**src/rtl/ah_pkt_conv_pkg.sv**
```systemverilog
// ah_pkt_conv_pkg
// Shared definitions for the wide/narrow packet converters: default width
// constants, the two-state converter FSM encoding, and a helper that sizes
// the lane counter.
// Ports: none (package).
package ah_pkt_conv_pkg;

  localparam int DEF_NARROW_W = 10;
  localparam int DEF_RATIO    = 3;
  localparam int DEF_WIDE_W   = DEF_NARROW_W * DEF_RATIO;

  typedef enum logic {
    EMPTY = 1'b0,
    SEND  = 1'b1
  } conv_state_t;

  // Lane counter needs at least one bit even for degenerate ratios.
  function automatic int lane_bits(input int ratio);
    return (ratio < 2) ? 1 : $clog2(ratio);
  endfunction

endpackage

```
**src/rtl/ah_lane_counter.sv**
```systemverilog
// ah_lane_counter
// Modulo-RATIO lane index for the width converters.
// Ports:
//   clk, rstn : clock, async active-low reset
//   inc       : advance to the next lane (wraps after RATIO-1)
//   clr       : return to lane 0, takes priority over inc
//   lane      : current lane index
//   last      : lane is the final lane (RATIO-1)
module ah_lane_counter
  import ah_pkt_conv_pkg::*;
#(
  parameter int RATIO  = DEF_RATIO,
  parameter int LANE_W = lane_bits(RATIO)
) (
  input  logic              clk,
  input  logic              rstn,
  input  logic              inc,
  input  logic              clr,
  output logic [LANE_W-1:0] lane,
  output logic              last
);

  assign last = (lane == LANE_W'(RATIO - 1));

  always_ff @(posedge clk or negedge rstn) begin
    if (!rstn) begin
      lane <= '0;
    end else if (clr) begin
      lane <= '0;
    end else if (inc) begin
      lane <= last ? '0 : lane + LANE_W'(1);
    end
  end

endmodule

```
**src/rtl/ah_packet_converter_w2n.sv**
```systemverilog
// ah_packet_converter_w2n
// Splits each WIDE_W word into RATIO narrow beats, lane 0 (LSBs) first.
// A single holding register is refilled on the same edge that the final
// beat leaves, so back-to-back words stream with no bubble.
// Ports:
//   clk, rstn     : clock, async active-low reset
//   rdata/rvalid  : wide word from upstream
//   rready        : block accepts rdata this cycle
//   wdata/wvalid  : narrow beat to downstream
//   wready        : downstream accepts wdata this cycle
//   wlast         : current beat is the final lane of its word
//
// state | meaning
// EMPTY | no word held, waiting for rvalid
// SEND  | word held, presenting holding lane by lane
module ah_packet_converter_w2n
  import ah_pkt_conv_pkg::*;
#(
  parameter int NARROW_W = DEF_NARROW_W,
  parameter int RATIO    = DEF_RATIO,
  parameter int WIDE_W   = DEF_WIDE_W
) (
  input  logic                clk,
  input  logic                rstn,
  input  logic [WIDE_W-1:0]   rdata,
  input  logic                rvalid,
  output logic                rready,
  output logic [NARROW_W-1:0] wdata,
  output logic                wvalid,
  input  logic                wready,
  output logic                wlast
);

  localparam int LANE_W = lane_bits(RATIO);

  generate
    if (RATIO < 2) begin : g_bad_ratio
      $error("ah_packet_converter_w2n: RATIO must be at least 2");
    end
    if (WIDE_W != NARROW_W * RATIO) begin : g_bad_width
      $error("ah_packet_converter_w2n: WIDE_W must equal NARROW_W*RATIO");
    end
  endgenerate

  conv_state_t         state;
  conv_state_t         state_nxt;
  logic [WIDE_W-1:0]   holding;
  logic [LANE_W-1:0]   lane;
  logic                lane_last;
  logic                lane_inc;
  logic                lane_clr;
  logic                load;
  logic [NARROW_W-1:0] lane_data;

  ah_lane_counter #(
    .RATIO  (RATIO),
    .LANE_W (LANE_W)
  ) u_lane (
    .clk  (clk),
    .rstn (rstn),
    .inc  (lane_inc),
    .clr  (lane_clr),
    .lane (lane),
    .last (lane_last)
  );

  always_ff @(posedge clk or negedge rstn) begin
    if (!rstn) begin
      state <= EMPTY;
    end else begin
      state <= state_nxt;
    end
  end

  always_ff @(posedge clk or negedge rstn) begin
    if (!rstn) begin
      holding <= '0;
    end else if (load) begin
      holding <= rdata;
    end
  end

  always_comb begin
    state_nxt = state;
    rready    = 1'b0;
    wvalid    = 1'b0;
    wlast     = 1'b0;
    lane_inc  = 1'b0;
    lane_clr  = 1'b0;
    load      = 1'b0;
    case (state)
      EMPTY: begin
        rready = 1'b1;
        if (rvalid) begin
          load      = 1'b1;
          lane_clr  = 1'b1;
          state_nxt = SEND;
        end
      end
      SEND: begin
        wvalid = 1'b1;
        wlast  = lane_last;
        // Only the final beat frees the holding register, so upstream is
        // offered a slot exactly when that beat is being taken.
        rready = lane_last && wready;
        if (wready) begin
          if (lane_last) begin
            lane_clr = 1'b1;
            if (rvalid) begin
              load = 1'b1;
            end else begin
              state_nxt = EMPTY;
            end
          end else begin
            lane_inc = 1'b1;
          end
        end
      end
    endcase
  end

  always_comb begin
    lane_data = '0;
    for (int i = 0; i < RATIO; i++) begin
      if (lane == LANE_W'(i)) begin
        lane_data = holding[i*NARROW_W +: NARROW_W];
      end
    end
  end

  assign wdata = (state == SEND) ? lane_data : '0;

endmodule

```
**config.mk**
```make
export PLATFORM = sky130hd
export DESIGN_NAME = ah_packet_converter_w2n
export DESIGN_NICKNAME = d
export VERILOG_FILES = /design/src/rtl/ah_pkt_conv_pkg.sv /design/src/rtl/ah_lane_counter.sv /design/src/rtl/ah_packet_converter_w2n.sv
export SDC_FILE = /design/constraint.sdc
export NUM_CORES = 1
export LEC_CHECK = 0
export ABC_AREA = 1
export CAP_MARGIN = 20
export CELL_PAD_IN_SITES_DETAIL_PLACEMENT = 0
export CELL_PAD_IN_SITES_GLOBAL_PLACEMENT = 1
export CORE_MARGIN = 5
export CORE_UTILIZATION = 33
export CTS_BUF_LIST = sky130_fd_sc_hd__clkbuf_4 sky130_fd_sc_hd__clkbuf_8
export CTS_CLUSTER_DIAMETER = 100
export CTS_CLUSTER_SIZE = 24
export DETAILED_ROUTE_END_ITERATION = 16
export PLACE_DENSITY_LB_ADDON = 0.1
export SETUP_SLACK_MARGIN = 0.15
export SYNTH_ARGS = -nofsm -noshare
export SYNTH_HDL_FRONTEND = slang
export SYNTH_SLANG_ARGS = --single-unit
```
**constraint.sdc**
```tcl
create_clock -name clk -period 2.7 [get_ports clk]
set_input_delay 0.54 -clock clk [delete_from_list [all_inputs] [get_ports clk]]
set_output_delay 0.54 -clock clk [all_outputs]
set_load 0.01 [all_outputs]
```
Run 1, routing congestion:
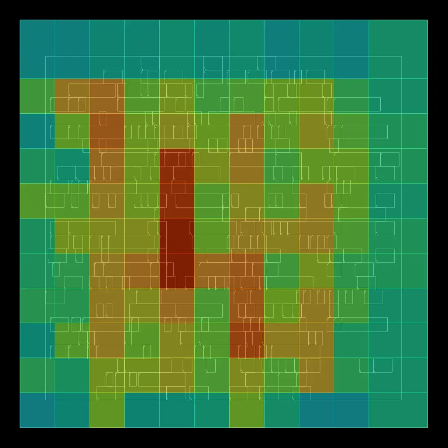
met2 Resource Use GR: 22.6%
Core Util, Final: 47.3%
busiest grt layer: met2

Run 1, nets reached from selected ports:
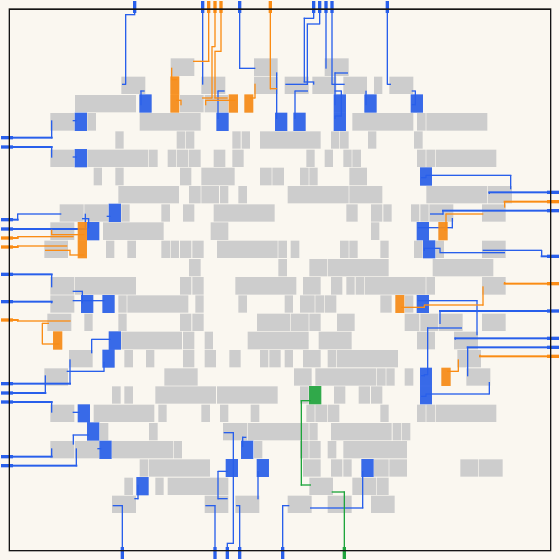
wlast -> green  # direction output, end cells 1, buffers 1, wire 25.5 um
wdata -> orange  # direction output, end cells 10, buffers 10, wire 159 um
rdata -> blue  # direction input, end cells 30, buffers 30, wire 495 um
I/O pin count: 47
I/O Buffers: 46

Run 1, cell sizes after repair:
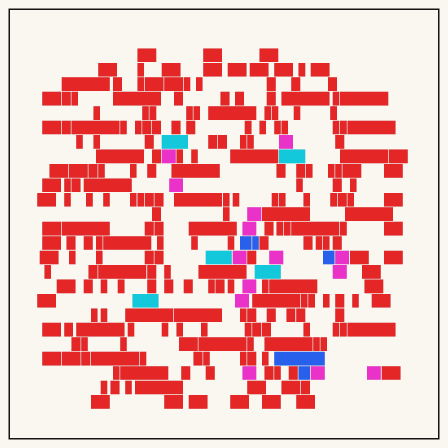
drive 1 or less -> red  # cells 241
drive 2 -> blue  # cells 5
drive 3 to 4 -> magenta  # cells 14
drive 6 and up -> cyan  # cells 5
nonclk buf count: 56
Setup WS post-layout: 0.264 ns

==> run summary, run 1 <==
fresh numbers from the pnr run: die extent in y 80.6 um, Setup-failing EPs final 0, met3 WL 270 um, wire per inst 13.3 um, Routed Antenna Nets 0, fp util 34.4%, required time of the worst setup path 2.16 ns, ys cells 217, hold_ws 0.474 ns, wire length on met2 2020 um, Core Footprint 4790 um2, CTS sink cnt 33, most frequent logic cell in the layout nand2_1, NonClk Buf Share 23.7%, placement-stage cell area 2150 um2, Clk pwr share 15.9%, Chip Width 80.6 um, Slew @ Worst Pin 0.548 ns, cell area power density 1070 nW/um2, count of tool warnings 26, clk cell area share 4.04%, H-Tree Depth 2, Top Consumer combinational logic, cts-stage hold buffer count 0, Most flops, register holding, Achievable Freq 410 MHz, Total Neg Setup Slack 0 ns, nets@finish 298, clk buf depth 2, first-pass GRT wire length 7540 um, Sequential Area 827 um2, Adder Area Share 0%, die area 6500 um2, Top delay family on crit path buffers and inverters, synthesis area per yosys 1650 um2, Total Routing Usage GR 15.4%, Filler Cells Inserted 503, M1 GR Usage 21.5%, most frequent cells after synthesis 83 x nand2_1, 61 x nand3_1, 33 x dfrtp_1, Top Metal Used met4, Seq group 0.891 mW, TritonCTS clock tree built, initial antenna violation count 0, Clk power 0.386 mW, Post-synth regs 33, Gate Area 668 um2, pre-CTS WS 0.356 ns, XORs/XNORs by Area 0%, Layout clock buffers 8, M3 GR Usage 4.48%, Int Power 1.47 mW, Netlist cell types 14, CP Depth 7, Area Growth Syn to Fin 37.5%, Hold Path Class register to register, Worst Hold Path Cells 2, row cnt 25, dominant kind of combinational cell simple AND/OR/NAND/NOR gates, Comb power 1.15 mW, CP Launch Point u_lane.lane[1], post-route cell area 2260 um2, dominant cell type by area after synthesis dfrtp_1, ao+oa area frac 1.22%, slew margin rel. 63.3%, grt ovf 0, final wirelength 4420 um, Synth Cell Area 1650 um2, R2R Setup Slk 0.76 ns, worst-path maximum fanout 10, TritonRoute pass-1 iters 4, Post-synth ARST share 100%, biggest area cells dfrtp_1 50%, nand2_1 19%, nand3_1 19%, minimum clock period 2.44 ns, Max VDD drop 0.000492 V, Comb area share 29.5%, Mapped Cells 217, crit path buf inv count 3, Max Clock Skew 0.00623 ns, Synth Warn # 0, Seq cells 33, Iteration-0 DRC Markers 114, EDFF count, synth 0, Vias 1519, Mapped Nets 251, dpl cells 322, Final Total Pwr 2.43 mW, Dominant Register Cell dfrtp_1, ant diodes 0, CP most frequent cell nand2_1, R2R cell count 7, Setup Buffers After CTS 0, Worst R2R End holding[25], top-count cell post-synth nand2_1, CP peak stage delay 0.53 ns, Finished Layout Cells 332, GP Congestion 0.757, post_cts resized 0, Worst Setup Start Kind register, status complete, no violations, Hold Startpoint holding[15], met1 WL 2070 um, Inverters 14, RR Startpoint u_lane.lane[0], clk slew on worst S/H paths 0.07 ns, Hold Path Sink holding[15], CP Capture Point wdata[1], top cell category flip-flops and latches
--- run 2 (diff from run 1) ---
- CORE_MARGIN: 5 -> 1
==> run 2 against run 1 <==
Against the previous run: combinational power about the same; non-clock buffer count is 3 lower; first-iteration DRC count fell by 16%; final cell count decreased by 1.2%; clock power is 2% lower; routed wire length shrank 4.7%; core utilization decreased by 0.057 points; area after synthesis unchanged; global-route usage increased by 2.6 points; setup slack improved by 0.038 ns; cell area is 0.77% lower; largest cell class unchanged.
==> run summary, run 2 <==
fresh numbers from the pnr run: Inverters 14 (unchanged), Slew @ Worst Pin 0.553 ns (+0.00529 ns), clk cell area share 4.01% (-0.024 points), M1 GR Usage 23.9% (+2.4 points), Top Consumer combinational logic, CTS sink cnt 33 (unchanged), Max VDD drop 0.000457 V (-7.1%), Post-synth regs 33 (unchanged), dpl cells 320 (-0.62%), Layout clock buffers 7 (-1), Adder Area Share 0% (unchanged), met1 WL 1990 um (-4.0%), cts-stage hold buffer count 0 (unchanged), worst-path maximum fanout 9 (-1), Total Routing Usage GR 18.0% (+2.6 points), Netlist cell types 14 (unchanged), Core Footprint 4750 um2 (-0.65%), status complete, no violations, die extent in y 72.6 um (-9.9%), Mapped Cells 217 (unchanged), Dominant Register Cell dfrtp_1, Final Total Pwr 2.42 mW (-0.52%), RR Startpoint u_lane.lane[0], initial antenna violation count 0 (unchanged), EDFF count, synth 0 (unchanged), row cnt 25 (unchanged), Mapped Nets 251 (unchanged), Worst Setup Start Kind register, CP peak stage delay 0.53 ns (about the same), Setup Buffers After CTS 0 (unchanged), Most flops, register holding, CP Capture Point wdata[3], synthesis area per yosys 1650 um2 (unchanged), Hold Path Class register to register, clk slew on worst S/H paths 0.07 ns (about the same), Seq cells 33 (unchanged), M3 GR Usage 3.87% (-0.62 points), dominant cell type by area after synthesis dfrtp_1, Filler Cells Inserted 512 (+1.8%), R2R Setup Slk 0.72 ns (-0.04 ns), Top Metal Used met4, dominant kind of combinational cell simple AND/OR/NAND/NOR gates, Post-synth ARST share 100% (unchanged), post-route cell area 2240 um2 (-0.77%), I/O Buffers 46 (unchanged), crit path buf inv count 3 (unchanged), Comb area share 30.0% (+0.45 points), wire length on met2 2010 um (-0.50%), Int Power 1.46 mW (-0.69%), Chip Width 72.6 um (-9.9%), CP most frequent cell nand2_1, XORs/XNORs by Area 0% (unchanged), nets@finish 295 (-1.0%), pre-CTS WS 0.348 ns (-0.00878 ns), hold_ws 0.472 ns (-0.00204 ns), busiest grt layer met2, Total Neg Setup Slack 0 ns (unchanged), Top delay family on crit path buffers and inverters, Gate Area 673 um2 (+0.75%), biggest area cells dfrtp_1 50%, nand2_1 19%, nand3_1 19%, first-pass GRT wire length 7110 um (-5.8%), ant diodes 0 (unchanged), Comb power 1.14 mW (about the same), Worst Hold Path Cells 2 (unchanged), post_cts resized 0 (unchanged), CP Depth 7 (unchanged), ao+oa area frac 1.22% (unchanged), Clk pwr share 15.7% (-0.2 points), nonclk buf count 53 (-5.4%), R2R cell count 7 (unchanged), I/O pin count 47 (unchanged), Hold Startpoint holding[1], slew margin rel. 63.0% (-0.35 points), Vias 1536 (+1.1%), TritonRoute pass-1 iters 4 (unchanged), Achievable Freq 417 MHz (+1.6%), met3 WL 165 um (-39%), required time of the worst setup path 2.16 ns (about the same), H-Tree Depth 2 (unchanged), Clk power 0.379 mW (-2%), NonClk Buf Share 22.9% (-0.82 points), final wirelength 4210 um (-4.7%), wire per inst 12.8 um (-3.5%), Iteration-0 DRC Markers 96 (-16%), minimum clock period 2.40 ns (-0.0380 ns), met2 Resource Use GR 28.9% (+6.3 points), placement-stage cell area 2130 um2 (-0.70%), ys cells 217 (unchanged), most frequent logic cell in the layout nand2_1, fp util 34.6% (+0.23 points), Hold Path Sink holding[1], top cell category flip-flops and latches, cell area power density 1080 nW/um2 (+0.25%), die area 5270 um2 (-19%), count of tool warnings 26 (unchanged), most frequent cells after synthesis 83 x nand2_1, 61 x nand3_1, 33 x dfrtp_1, Worst R2R End holding[26]
Run 2, nets reached from selected ports:
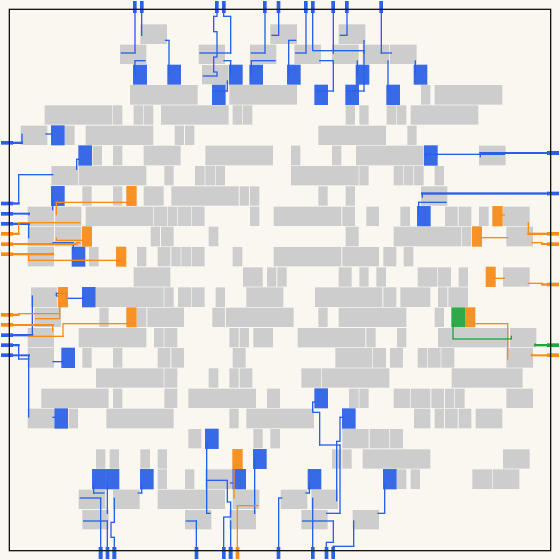
rdata -> blue  # direction input, end cells 30, buffers 30, wire 371 um
wlast -> green  # direction output, end cells 1, buffers 1, wire 12.0 um
wdata -> orange  # direction output, end cells 10, buffers 10, wire 130 um

Run 2, cell sizes after repair:
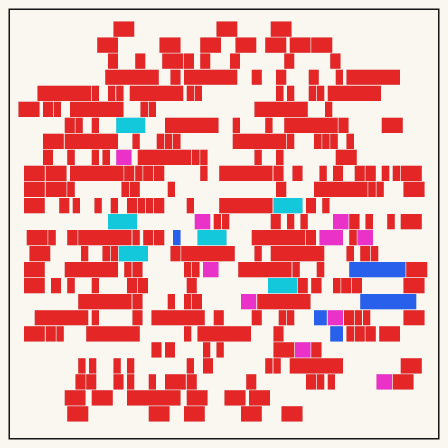
drive 3 to 4 -> magenta  # cells 10
drive 2 -> blue  # cells 5
drive 1 or less -> red  # cells 240
drive 6 and up -> cyan  # cells 6
Area Growth Syn to Fin: 36.4%
Setup WS post-layout: 0.302 ns

Run 2, placement by cell class:
The bar under the picture is 20 um long.
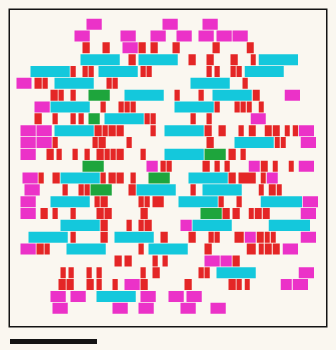

--- run 3 (diff from run 2) ---
- CORE_ASPECT_RATIO: default -> 0.7
- SLEW_MARGIN: default -> 10
- TNS_END_PERCENT: default -> 5
Run 3, placement by cell class:
The bar under the picture is 20 um long.
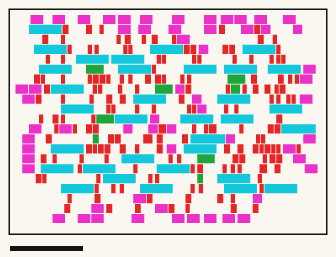
other buffers and delay cells -> magenta  # cells 59, share of their area 25%
flip-flops -> cyan  # cells 33, share of their area 38%
all other logic -> red  # cells 168, share of their area 33%
clock drivers and dummy loads -> green  # cells 8, share of their area 3.9%
row cnt: 21
sequential share of cell area: 36.3%

==> run 3 against run 2 <==
Against the previous run: final cell count up 2.7%; cell area up 1.7%; core utilization is 0.54 points higher; first-iteration DRC count is 47% lower; critical path type unchanged; largest power group unchanged.
==> run summary, run 3 <==
fresh numbers from the pnr run: syn avg cell area 7.58 um2, Adder Area Share 0% (unchanged), TritonCTS clock tree built, Int Power 1.48 mW (+0.76%), Post-synth ARST share 100% (unchanged), RSZ-0062 raised after global routing no, Total Routing Usage GR 17.9% (about the same), fraction of layout cells with a size suffix above 1 10.1%, R2R cell count 8 (+1), Worst Hold Path Cells 2 (unchanged), register share after synthesis 50.2%, cts-stage hold buffer count 0 (unchanged), Leakage 1.17 nW, top cell category flip-flops and latches, biggest area cells dfrtp_1 50%, nand2_1 19%, nand3_1 19%, slew margin rel. 62.9% (-0.12 points), CP Depth 7 (unchanged), Routed Antenna Nets 0, Chip Width 86.4 um (+19%), Root Driver clkbuf_8, first-pass GRT wire length 7040 um (-0.97%), Gate Area 666 um2 (-1.1%), TritonRoute pass-1 iters 4 (unchanged), Setup-failing EPs final 0, Layout clock buffers 6 (-1), I/O pin count 47 (unchanged), Setup Buffers After CTS 0 (unchanged), Final Total Pwr 2.44 mW (+0.68%), crit path buf inv count 3 (unchanged), vias in the first global route 1476, XORs/XNORs by Area 0% (unchanged), Worst Setup Start Kind register, sequential group share of total power 37.0%, Iteration-0 DRC Markers 51 (-47%), RR Startpoint u_lane.lane[1], max-slew violation count 0, Seq group 0.901 mW, dominant kind of combinational cell simple AND/OR/NAND/NOR gates, Comb power frac 47.9%, met2 Resource Use GR 29.0% (+0.16 points), CP Capture Point wdata[1], nets@finish 301 (+2.0%), crit path DAT 1.91 ns, required time of the worst setup path 2.16 ns (about the same), NonClk Buf Share 24.4% (+1.6 points), Clk power 0.368 mW (-3%), Dominant Register Cell dfrtp_1, Setup Crit Path Kind register to primary output, Comb power 1.17 mW (about the same), CP most frequent cell nand2_1, Sequential Area 828 um2, Hold Startpoint holding[5], most frequent cells after synthesis 83 x nand2_1, 61 x nand3_1, 33 x dfrtp_1, Remaining DRCs 0, die extent in y 61.1 um (-16%), I/O Buffers 46 (unchanged), Hold Path Sink holding[5], total CTS buffers 5, Inverters 14 (unchanged), number of max-cap violations 0, ant diodes 0 (unchanged), ys cells 217 (unchanged), H-Tree Depth 2 (unchanged), wire per inst 12.5 um (-2.6%), num tapcells 69, die area 5280 um2 (about the same), Post-synth regs 33 (unchanged), Core Footprint 4780 um2 (+0.58%), cell area power density 1070 nW/um2 (-1.0%), dominant cell type by area after synthesis dfrtp_1, minimum clock period 2.45 ns (+0.0481 ns), Comb area share 29.2% (-0.84 points), Seq cells 33 (unchanged), Mux cell area share 0%, Clk pwr share 15.1% (-0.6 points), Slew @ Worst Pin 0.557 ns (+0.00377 ns), Comb gates 154, hold_ws 0.477 ns (+0.00475 ns), period utilization 90.6%, dpl hpwl 3010 um, CTS sink cnt 33 (unchanged), Max Clock Skew 0.00410 ns, Final Hold Fails 0, CP peak stage delay 0.53 ns (about the same), status complete, no violations, clk slew on worst S/H paths 0.07 ns (about the same), Worst R2R End holding[1], crit path max-delay cell type clkdlybuf4s50_1, fp util 34.4% (-0.20 points), Vias per Instance 4.58, Achievable Freq 409 MHz (-2.0%), ao+oa area frac 1.22% (unchanged), Hold Path Class register to register, Synth Warn # 0, M3 GR Usage 4.29% (+0.42 points), grt ovf 0, Top delay family on crit path buffers and inverters, R2R Setup Slk 0.98 ns (+0.26 ns), Finished Layout Cells 337, Filler Cells Inserted 521 (+1.8%), largest net degree at the start of global routing 34, most frequent logic cell in the layout nand2_1, clk buf depth 2, CP Launch Point u_lane.lane[1], count of tool warnings 26 (unchanged), EDFF count, synth 0 (unchanged), clk cell area share 3.78% (-0.23 points), GP Congestion 0.762, Top Metal Used met4, Mapped Cells 217 (unchanged), pre-CTS WS 0.358 ns (+0.0102 ns), busiest grt layer met2, worst-skew pair later-pin latency 0.28 ns, Top Consumer combinational logic, Mapped Nets 251 (unchanged), Most flops, register holding, met3 WL 135 um (-18%), worst-path maximum fanout 9 (unchanged), post_cts resized 0 (unchanged), Total Neg Setup Slack 0 ns (unchanged), synthesis area per yosys 1650 um2 (unchanged), M1 GR Usage 24.3% (+0.43 points), dpl cells 326 (+1.9%), Netlist cell types 14 (unchanged), initial antenna violation count 0 (unchanged), Max VDD drop 0.000326 V (-29%), Top-area cell share 50.2%, Vias 1543 (+0.46%), wire length on met2 1840 um (-8.5%), placement-stage cell area 2170 um2 (+1.5%), final wirelength 4210 um (about the same), met1 WL 2200 um (+10%)
Run 3, cell sizes after repair:
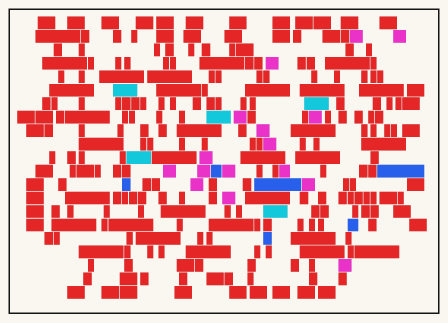
drive 2 -> blue  # cells 6
drive 1 or less -> red  # cells 241
drive 3 to 4 -> magenta  # cells 16
drive 6 and up -> cyan  # cells 5
nonclk buf count: 59
post-route cell area: 2280 um2
Setup WS post-layout: 0.254 ns
Area Growth Syn to Fin: 38.8%


==> layout pictures side by side <==
Wire density map.
Plate I
The bar under the picture is 20 um long. The die is cut into 16 by 16 equal tiles; dark purple is low, yellow is high, scaled to the fullest tile. Values are wire area over tile area, all layers added.
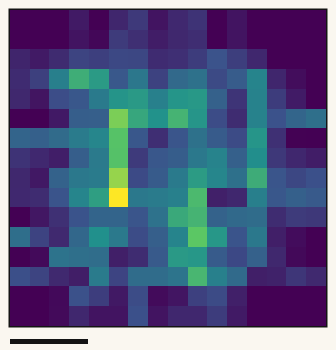
Plate II
The bar under the picture is 20 um long. The die is cut into 17 by 12 equal tiles; dark purple is low, yellow is high, scaled to the fullest tile. Values are wire area over tile area, all layers added.
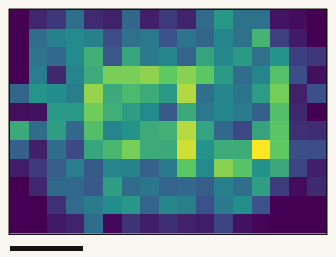
Plate III
The bar under the picture is 20 um long. The die is cut into 15 by 15 equal tiles; dark purple is low, yellow is high, scaled to the fullest tile. Values are wire area over tile area, all layers added.
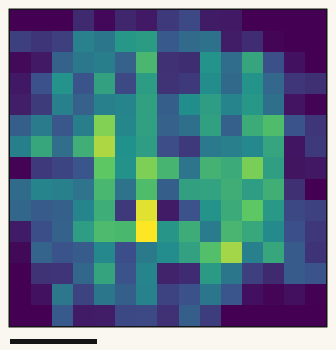
The one with the largest die is Plate I.
Run 1 is Plate I.
Run 2 is Plate III.
Run 3 is Plate II.

Power is estimated from default activity; no workload was simulated.
